**src/rtl/sensor_pkg.sv**
```systemverilog
// Shared definitions for the sensor window buffer slice.
// Contents:
//   - default geometry: 16-bit samples, 8 channels, 5-frame window;
//   - error flag bit positions;
//   - window FSM state type;
//   - flat element index helper.
package sensor_pkg;

  localparam int unsigned DEF_DATA_W = 16;
  localparam int unsigned DEF_N_CH   = 8;
  localparam int unsigned DEF_DEPTH  = 5;

  localparam int unsigned ERR_OVR = 0;  // emission dropped while core busy
  localparam int unsigned ERR_MIS = 1;  // partial frame discarded by sof

  typedef enum logic {
    FILL = 1'b0,
    RUN  = 1'b1
  } win_state_e;

  // Flat element index: frame f (0 = oldest), channel c.
  function automatic int unsigned win_idx(input int unsigned f,
                                          input int unsigned c,
                                          input int unsigned n_ch);
    return f * n_ch + c;
  endfunction

endpackage

```
**src/rtl/sensor_window_buffer_if.sv**
```systemverilog
// Bus between the sensor front-end / classifier core and the window buffer.
// Signals:
//   - sample side: i_flush, i_valid, i_sof, i_data;
//   - core side:   i_busy, o_next, o_window, o_fill, o_err.
// Modports:
//   - slave:  the window buffer;
//   - master: the environment driving samples and consuming windows.
interface sensor_window_buffer_if
  import sensor_pkg::*;
#(
  parameter int unsigned DATA_W = DEF_DATA_W,
  parameter int unsigned N_CH   = DEF_N_CH,
  parameter int unsigned DEPTH  = DEF_DEPTH
) ();

  logic                            i_flush;
  logic                            i_valid;
  logic                            i_sof;
  logic [DATA_W-1:0]               i_data;
  logic                            i_busy;
  logic                            o_next;
  logic [DEPTH*N_CH*DATA_W-1:0]    o_window;
  logic [$clog2(DEPTH+1)-1:0]      o_fill;
  logic [1:0]                      o_err;

  modport slave (
    input  i_flush, i_valid, i_sof, i_data, i_busy,
    output o_next, o_window, o_fill, o_err
  );

  modport master (
    output i_flush, i_valid, i_sof, i_data, i_busy,
    input  o_next, o_window, o_fill, o_err
  );

endinterface

```
**src/rtl/frame_assembler.sv**
```systemverilog
// Collects channel-serial samples into one frame.
// Ports:
//   - clk, rst:    clock, asynchronous active-high reset;
//   - flush:       synchronous clear, drops any sample in the same cycle;
//   - valid, sof, data: incoming sample (sof marks channel 0);
//   - frame_valid: this cycle's sample completes a frame;
//   - frame_data:  completed frame, current sample already merged in;
//   - misalign:    sof arrived mid-frame, partial frame discarded.
module frame_assembler
  import sensor_pkg::*;
#(
  parameter int unsigned DATA_W = DEF_DATA_W,
  parameter int unsigned N_CH   = DEF_N_CH
) (
  input  logic                     clk,
  input  logic                     rst,
  input  logic                     flush,
  input  logic                     valid,
  input  logic                     sof,
  input  logic [DATA_W-1:0]        data,
  output logic                     frame_valid,
  output logic [N_CH*DATA_W-1:0]   frame_data,
  output logic                     misalign
);

  localparam int unsigned CW = (N_CH > 1) ? $clog2(N_CH) : 1;
  localparam logic [CW-1:0] LAST_CH = CW'(N_CH - 1);

  logic [CW-1:0]            ch_cnt;
  logic [CW-1:0]            pos;
  logic [N_CH*DATA_W-1:0]   staging;
  logic                     accept;

  always_comb begin
    accept      = valid && !flush;
    pos         = sof ? '0 : ch_cnt;
    misalign    = accept && sof && (ch_cnt != '0);
    frame_valid = accept && (pos == LAST_CH);
    // Current sample bypasses staging so the frame is complete on its edge.
    for (int unsigned c = 0; c < N_CH; c++)
      frame_data[c*DATA_W +: DATA_W] = (pos == CW'(c)) ? data
                                                       : staging[c*DATA_W +: DATA_W];
  end

  always_ff @(posedge clk or posedge rst) begin
    if (rst) begin
      staging <= '0;
      ch_cnt  <= '0;
    end else if (flush) begin
      staging <= '0;
      ch_cnt  <= '0;
    end else if (accept) begin
      for (int unsigned c = 0; c < N_CH; c++)
        if (pos == CW'(c)) staging[c*DATA_W +: DATA_W] <= data;
      ch_cnt <= frame_valid ? '0 : pos + CW'(1);
    end
  end

endmodule

```
**src/rtl/sensor_window_buffer.sv**
```systemverilog
// Sliding window of the last DEPTH sensor frames with snapshot hand-off
// to the classifier core.
// Ports:
//   - i_clk:   clock;
//   - i_rst_n: asynchronous reset, active HIGH despite the name;
//   - bus:     sample input, core handshake, window snapshot, fill and flags.
// Behaviour:
//   - o_window only changes when o_next pulses;
//   - a due emission while the core is busy is dropped and flagged (o_err[0]).
module sensor_window_buffer
  import sensor_pkg::*;
#(
  parameter int unsigned DATA_W = DEF_DATA_W,
  parameter int unsigned N_CH   = DEF_N_CH,
  parameter int unsigned DEPTH  = DEF_DEPTH,
  parameter int unsigned HOP    = 1
) (
  input  logic                  i_clk,
  input  logic                  i_rst_n,
  sensor_window_buffer_if.slave bus
);

  localparam int unsigned FW    = N_CH * DATA_W;
  localparam int unsigned WW    = DEPTH * FW;
  localparam int unsigned FILLW = $clog2(DEPTH + 1);
  localparam int unsigned HW    = (HOP > 1) ? $clog2(HOP) : 1;

  logic             rst;
  logic             frame_valid;
  logic [FW-1:0]    frame_data;
  logic             misalign;

  logic [WW-1:0]    window;
  logic [WW-1:0]    win_shift;
  logic [WW-1:0]    snapshot;
  logic [FILLW-1:0] fill_q;
  logic [HW-1:0]    hop_q;
  logic [1:0]       err_q;
  logic             next_q;

  win_state_e       state_q, state_d;
  logic             due, emit, overrun, last_fill;

  assign rst = i_rst_n;

  frame_assembler #(
    .DATA_W (DATA_W),
    .N_CH   (N_CH)
  ) u_asm (
    .clk         (i_clk),
    .rst         (rst),
    .flush       (bus.i_flush),
    .valid       (bus.i_valid),
    .sof         (bus.i_sof),
    .data        (bus.i_data),
    .frame_valid (frame_valid),
    .frame_data  (frame_data),
    .misalign    (misalign)
  );

  // Window after a commit: everything moves one frame toward f=0.
  always_comb begin
    win_shift = '0;
    for (int unsigned f = 0; f + 1 < DEPTH; f++)
      win_shift[win_idx(f, 0, N_CH)*DATA_W +: FW] =
        window[win_idx(f + 1, 0, N_CH)*DATA_W +: FW];
    win_shift[win_idx(DEPTH - 1, 0, N_CH)*DATA_W +: FW] = frame_data;
  end

  assign last_fill = (fill_q == FILLW'(DEPTH - 1));

  // FSM: state register
  always_ff @(posedge i_clk or posedge rst) begin
    if (rst) state_q <= FILL;
    else     state_q <= state_d;
  end

  // FSM: next state
  always_comb begin
    state_d = state_q;
    if (bus.i_flush)
      state_d = FILL;
    else if (state_q == FILL && frame_valid && last_fill)
      state_d = RUN;
  end

  // FSM: outputs (the commit that enters RUN is itself due)
  always_comb begin
    due = frame_valid &&
          ((state_q == FILL && last_fill) ||
           (state_q == RUN  && hop_q == HW'(HOP - 1)));
    emit    = due && !bus.i_busy;
    overrun = due &&  bus.i_busy;
  end

  always_ff @(posedge i_clk or posedge rst) begin
    if (rst) begin
      window   <= '0;
      snapshot <= '0;
      fill_q   <= '0;
      hop_q    <= '0;
      err_q    <= '0;
      next_q   <= 1'b0;
    end else begin
      next_q <= emit;
      if (emit) snapshot <= win_shift;
      if (bus.i_flush) begin
        window <= '0;
        fill_q <= '0;
        hop_q  <= '0;
        err_q  <= '0;
      end else begin
        if (misalign) err_q[ERR_MIS] <= 1'b1;
        if (overrun)  err_q[ERR_OVR] <= 1'b1;
        if (frame_valid) begin
          window <= win_shift;
          if (fill_q != FILLW'(DEPTH)) fill_q <= fill_q + FILLW'(1);
          if (state_q == FILL || due) hop_q <= '0;
          else                        hop_q <= hop_q + HW'(1);
        end
      end
    end
  end

  assign bus.o_next   = next_q;
  assign bus.o_window = snapshot;
  assign bus.o_fill   = fill_q;
  assign bus.o_err    = err_q;

endmodule

```
**src/flat_wrapper.sv**
```systemverilog
// flat-port wrapper written by rule: the top's interface ports become plain ports
module sensor_window_buffer_flat import sensor_pkg::*;
#(
  parameter int unsigned DATA_W = DEF_DATA_W,
  parameter int unsigned N_CH   = DEF_N_CH,
  parameter int unsigned DEPTH  = DEF_DEPTH,
  parameter int unsigned HOP    = 1
)
  (i_clk, i_rst_n, bus_i_flush, bus_i_valid, bus_i_sof, bus_i_data, bus_i_busy, bus_o_next, bus_o_window, bus_o_fill, bus_o_err);
  sensor_window_buffer_if #(.DATA_W(DATA_W), .N_CH(N_CH), .DEPTH(DEPTH)) bus_i ();
  input  logic i_clk;
  input  logic i_rst_n;
  input wire logic [$bits(bus_i.i_flush)-1:0] bus_i_flush;
  input wire logic [$bits(bus_i.i_valid)-1:0] bus_i_valid;
  input wire logic [$bits(bus_i.i_sof)-1:0] bus_i_sof;
  input wire logic [$bits(bus_i.i_data)-1:0] bus_i_data;
  input wire logic [$bits(bus_i.i_busy)-1:0] bus_i_busy;
  output wire logic [$bits(bus_i.o_next)-1:0] bus_o_next;
  output wire logic [$bits(bus_i.o_window)-1:0] bus_o_window;
  output wire logic [$bits(bus_i.o_fill)-1:0] bus_o_fill;
  output wire logic [$bits(bus_i.o_err)-1:0] bus_o_err;
  assign bus_i.i_flush = bus_i_flush;
  assign bus_i.i_valid = bus_i_valid;
  assign bus_i.i_sof = bus_i_sof;
  assign bus_i.i_data = bus_i_data;
  assign bus_i.i_busy = bus_i_busy;
  assign bus_o_next = bus_i.o_next;
  assign bus_o_window = bus_i.o_window;
  assign bus_o_fill = bus_i.o_fill;
  assign bus_o_err = bus_i.o_err;
  sensor_window_buffer #(.DATA_W(DATA_W), .N_CH(N_CH), .DEPTH(DEPTH), .HOP(HOP)) u_core (.i_clk(i_clk), .i_rst_n(i_rst_n), .bus(bus_i));
endmodule
```
**config.mk**
```make
export PLATFORM = sky130hd
export DESIGN_NAME = sensor_window_buffer_flat
export DESIGN_NICKNAME = d
export VERILOG_FILES = /design/src/rtl/sensor_pkg.sv /design/src/rtl/sensor_window_buffer_if.sv /design/src/rtl/frame_assembler.sv /design/src/rtl/sensor_window_buffer.sv /design/src/flat_wrapper.sv
export SDC_FILE = /design/constraint.sdc
export NUM_CORES = 2
export LEC_CHECK = 0
export CORE_MARGIN = 5
export CORE_UTILIZATION = 60
export CTS_BUF_LIST = sky130_fd_sc_hd__clkbuf_4 sky130_fd_sc_hd__clkbuf_8 sky130_fd_sc_hd__clkbuf_16
export CTS_CLUSTER_DIAMETER = 120
export CTS_CLUSTER_SIZE = 16
export DETAILED_ROUTE_END_ITERATION = 10
export GPL_TIMING_DRIVEN = 0
export HOLD_SLACK_MARGIN = 0.1
export PLACE_DENSITY = 0.89
export SLEW_MARGIN = 20
export SYNTH_ARGS = -nofsm -noshare
export SYNTH_HDL_FRONTEND = slang
export SYNTH_HIERARCHICAL = 1
export SYNTH_SLANG_ARGS = --single-unit
```
**constraint.sdc**
```tcl
create_clock -name i_clk -period 82.9 [get_ports i_clk]
set_input_delay 16.58 -clock i_clk [delete_from_list [all_inputs] [get_ports i_clk]]
set_output_delay 16.58 -clock i_clk [all_outputs]
set_load 0.02 [all_outputs]
```
Signal wires on met3:
The bar under the picture is 100 microns long.
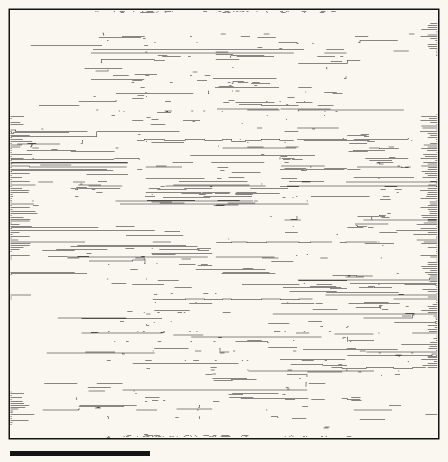
The layer carries 10900 microns of wire. 595 nets have wire on it. The longest straight run is 151 microns. The layer holds 7.0% of the routed length. The wires run mostly horizontal.

Cells coloured by class:
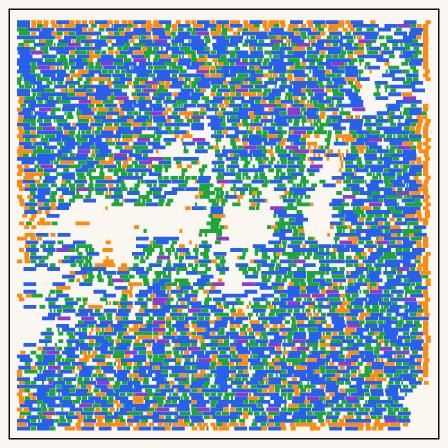
combinational and other logic: in green, cells 2132, share of their area 30%. other buffers and delay cells: in orange, cells 909, share of their area 15%. clock drivers and dummy loads: in purple, cells 98, share of their area 3.9%. flops: in blue, cells 1291, share of their area 52%.
area of the core: 87000 sq um
share of cell area taken by flip-flops and latches: 0.507
final standard cell utilization of the core: 0.733

Placement view:
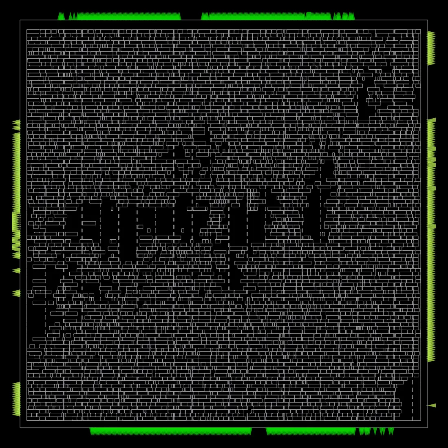
# fillers: 5481
number of non-filler instances in the completed layout: 5593
flip-flop and latch count: 1291

==> impl_metrics.json <==
{
  "crit_type": "input pin to flip-flop",
  "post_drt_wl_per_cell_microns": 27.9,
  "final_cell_mix": "sky130_fd_sc_hd__dfrtp_1, sky130_fd_sc_hd__clkdlybuf4s50_1, sky130_fd_sc_hd__mux2i_1",
  "cts_max_level": 3,
  "yosys.stat.chipArea_sq_um": 52800,
  "yosysUniqueCellTypes": 44,
  "power_report.internal_total_uw": 838,
  "largest_net_degree_at_the_start_of_global_routing": 109,
  "synth.yosys.num_cells": 3653,
  "fp.dieH_microns": 307,
  "dpl_cell_area_sq_um": 61300,
  "tritoncts.num_buffers": 90,
  "worstHoldPathCells": 1,
  "mappedNetlistArea_sq_um": 52800,
  "dr.first_iter.drc_count": 2963,
  "timing.critical_path.buf_inv": 6,
  "logic_area_sq_um": 18400,
  "post_synth_main_area_contributors": "sky130_fd_sc_hd__dfrtp_1, sky130_fd_sc_hd__mux2i_1, sky130_fd_sc_hd__mux2_1, sky130_fd_sc_hd__mux2_2, sky130_fd_sc_hd__nor2_1",
  "final_layout_size_suffix_gt1_frac": 0.120,
  "clock_insertion_delay_at_the_later_pin_of_the_skew_report_ns": 0.68,
  "rrSetupSlack_ns": 79.20,
  "post_cts.resized_instances": 0,
  "dr.pass1.iters": 5,
  "setup-tns-final_ns": 0,
  "cts_root_buf": "sky130_fd_sc_hd__clkbuf_16",
  "numPortBuffers": 664,
  "yosys.area_share.aoi": 0.00116,
  "run_status": "finished, final reports clean",
  "route.detailed.drc": 0,
  "required_ns": 83.41,
  "drt.antenna.violating_nets": 0,
  "die_area_sq_um": 93900,
  "yosys.area_share.simple": 0.0602,
  "final_max_slew_viol_count": 0,
  "number_of_antenna_violations_at_the_first_check_in_global_routing": 12,
  "path_delay_family": "buffers and inverters",
  "hold_viol": 0,
  "final_layout_top_logic_cell": "sky130_fd_sc_hd__dfrtp_1",
  "synth_top_area_share": 0.612,
  "ys.flops": 1291,
  "worstPathMaxFanout": 10,
  "cts.reportedPaths.clkPinSlew_ns": 0.07,
  "yosys.area_share.adder": 0.000949,
  "clkPwrFrac": 0.382,
  "switching_share": 0.224,
  "yosysTopAreaCell": "sky130_fd_sc_hd__dfrtp_1",
  "ctsHoldBuffers": 0,
  "syn_warnings": 6,
  "critical_path_launch_point_type": "input pin",
  "drv.max_cap_violation_count": 0,
  "dp_worst_setup_slack_ns": 62.95,
  "detail_placement_hpwl_mm": 113,
  "cts_post_setup_buffers_inserted": 0,
  "critPathSlowestCell": "sky130_fd_sc_hd__clkbuf_1",
  "via_count_of_the_first_global_routing_pass": 35000,
  "grt_remaining_overflow": 0,
  "finalWirelength_mm": 156,
  "xor_share": 0.000166,
  "netlist_instances": 3653,
  "rows": 108,
  "per_instance_average_area_after_synthesis_sq_um": 14.4,
  "unrepaired_setup_endpoints_after_global_routing": "no",
  "ys_seq_frac": 0.612,
  "finalCriticalPeriod_ns": 19.32,
  "vias_per_cell": 5.88,
  "worst_ep_arrival_time_ns": 19.83,
  "design.final.nets": 4450,
  "fin_worst_skew_ns": 0.0381,
  "tritoncts_num_sinks": 1291,
  "power_frac_seq": 0.584,
  "comb_power_frac": 0.034,
  "stage_log_warnings": 36,
  "synthesis.nets": 3679,
  "worst_pin_slew_ns": 1.20,
  "floorplan.io_pins": 668,
  "area_growth_syn_to_layout_pct": 20.8,
  "worst-r2r-cell-count": 12,
  "tightest_hold_check_type": "flip-flop to flip-flop",
  "tritoncts": "yes",
  "grt_util_all_layers": 0.329,
  "min_period_over_period": 0.233,
  "dieWidth_microns": 307,
  "gpl.final_weighted_congestion": 0.849,
  "relSlewSlack": 0.198,
  "dr_total_vias": 32900,
  "switching_power_uw": 242,
  "flop_area_sq_um": 32300,
  "slowest_delay_ns": 0.89
}
Sequential cells grouped by signal name:
The bar under the picture is 100 microns long. Other sequential cells in the stronger grey, the rest of the logic in the fainter grey.
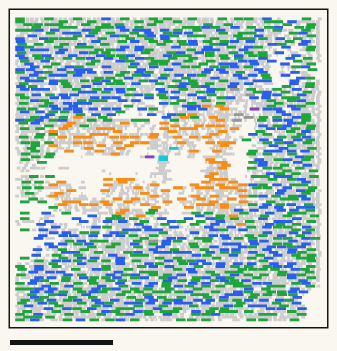
u_core/bus.o_window: in green, flops 640, where all over the die. u_core/u_asm/staging: in orange, flops 128. u_core/bus.o_err: in purple, flops 2. u_core/u_asm/ch_cnt: in cyan, flops 3. u_core/window: in blue, flops 512, where all over the die.
Another 6 sequential cells are not coloured.

Local utilization:
The die is cut into 31 by 31 equal tiles; white is low, dark blue is high, 0 to 100% covered.
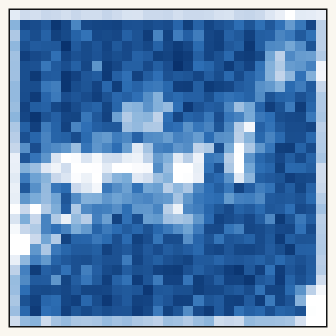
The mean over all tiles is 66%. 3.0% of the tiles are nearly empty. The fullest tile reaches 100%. 54% of the tiles are over 75% full.
core utilization before placement: 0.606

[per-stage QoR]
step | hold WS, ns | instances | util | total power (uW)
2_1_floorplan | 0.464 | 3653 | - | 664
3_3_place_gp | 0.466 | 5472 | 0.699 | 678
3_5_place_dp | 0.474 | 5487 | 0.704 | 680
4_1_cts | 0.489 | 5585 | 0.732 | 1090
5_1_grt | 0.495 | 5587 | 0.732 | 1110
6_report | 0.483 | 5593 | 0.733 | 1080
[Yosys cell counts, drive strengths merged]
master and instances:
and2b 1, nor3b 1, a21oi 3, nand4 1, nor2b 2, o21ai 2
nor4bb 1, nand2b 133, a31oi 1, mux2 768, xnor2 1, ha 4
nor2 542, nand2 4, and3 2, nor3 7, and2 1, dfrtp 1291
nand3b 2, nand3 2, a21boi 1, buf 153, clkbuf 77, and4b 1
and3b 2, a21o 2, mux2i 642, inv 6
[routing by layer]
metal  share of wire  track usage  up-vias
met3           0.070       0.0641      314
met4           0.056        0.149        4
met5         0.00013            0        -
li1                -            -    14000
met2            0.48        0.520     1244
met1            0.40        0.450    17400
[state kept, by name, indices dropped and copies added (netlist names)]
register,cells
u_core/bus.o_err,2
u_core/bus.o_fill,3
u_core/bus.o_next,1
u_core/bus.o_window,640
u_core/hop_q,1
u_core/state_q,1
u_core/u_asm/ch_cnt,3
u_core/u_asm/staging,128
u_core/window,512
[layout make-up]
cell class,instances,area share
sequential,1291,0.507
multi-input combinational,2126,0.289
timing repair buffer,679,0.111
clock buffer,93,0.0365
buffer,230,0.0317
tap,1155,0.0227
clock inverter,5,0.00185
inverter,6,0.000589
antenna,8,0.000314
[worst reg2reg max path, delay by kind of cell (launching register included)]
kind	cells	cell delay (ns)
buffers and inverters	7	2.37
AND/OR/NAND/NOR	3	0.40
flip-flops	1	0.37
multiplexers	1	0.27
adder cells (fa/ha/maj)	1	0.14
[logic make-up after synthesis]
logic type,count (synthesis)
muxes,1410
DFF,1291
and+or+nand+nor,702
buffers and inverters,236
AOI/OAI and AO/OA,9
adders and majority gates,4
xor gates and xnor gates,1
[power by group through the flow]
stage                     registers, uW  logic [uW]  clock network [uW]
final                               631        36.7                 413
after detailed placement            643        36.9                   0
after floorplan                     644        20.2                   0
after CTS                           631        37.1                 419
after global routing                630        40.2                 444
after global placement              645        33.7                   0
[final timing paths]
kind,from,end
setup reg to reg,u_core/u_asm/ch_cnt[1],u_core/window[128]
max in group asynchronous,i_rst_n,u_core/bus.o_window[126]
min in group asynchronous,i_rst_n,u_core/u_asm/staging[32]
hold reg to reg,u_core/bus.o_window[67],u_core/bus.o_window[67]
hold / removal,u_core/bus.o_window[67],u_core/bus.o_window[67]
setup / recovery,bus_i_sof,u_core/window[128]
No activity file was given, so power comes from the tool's default toggle rates.
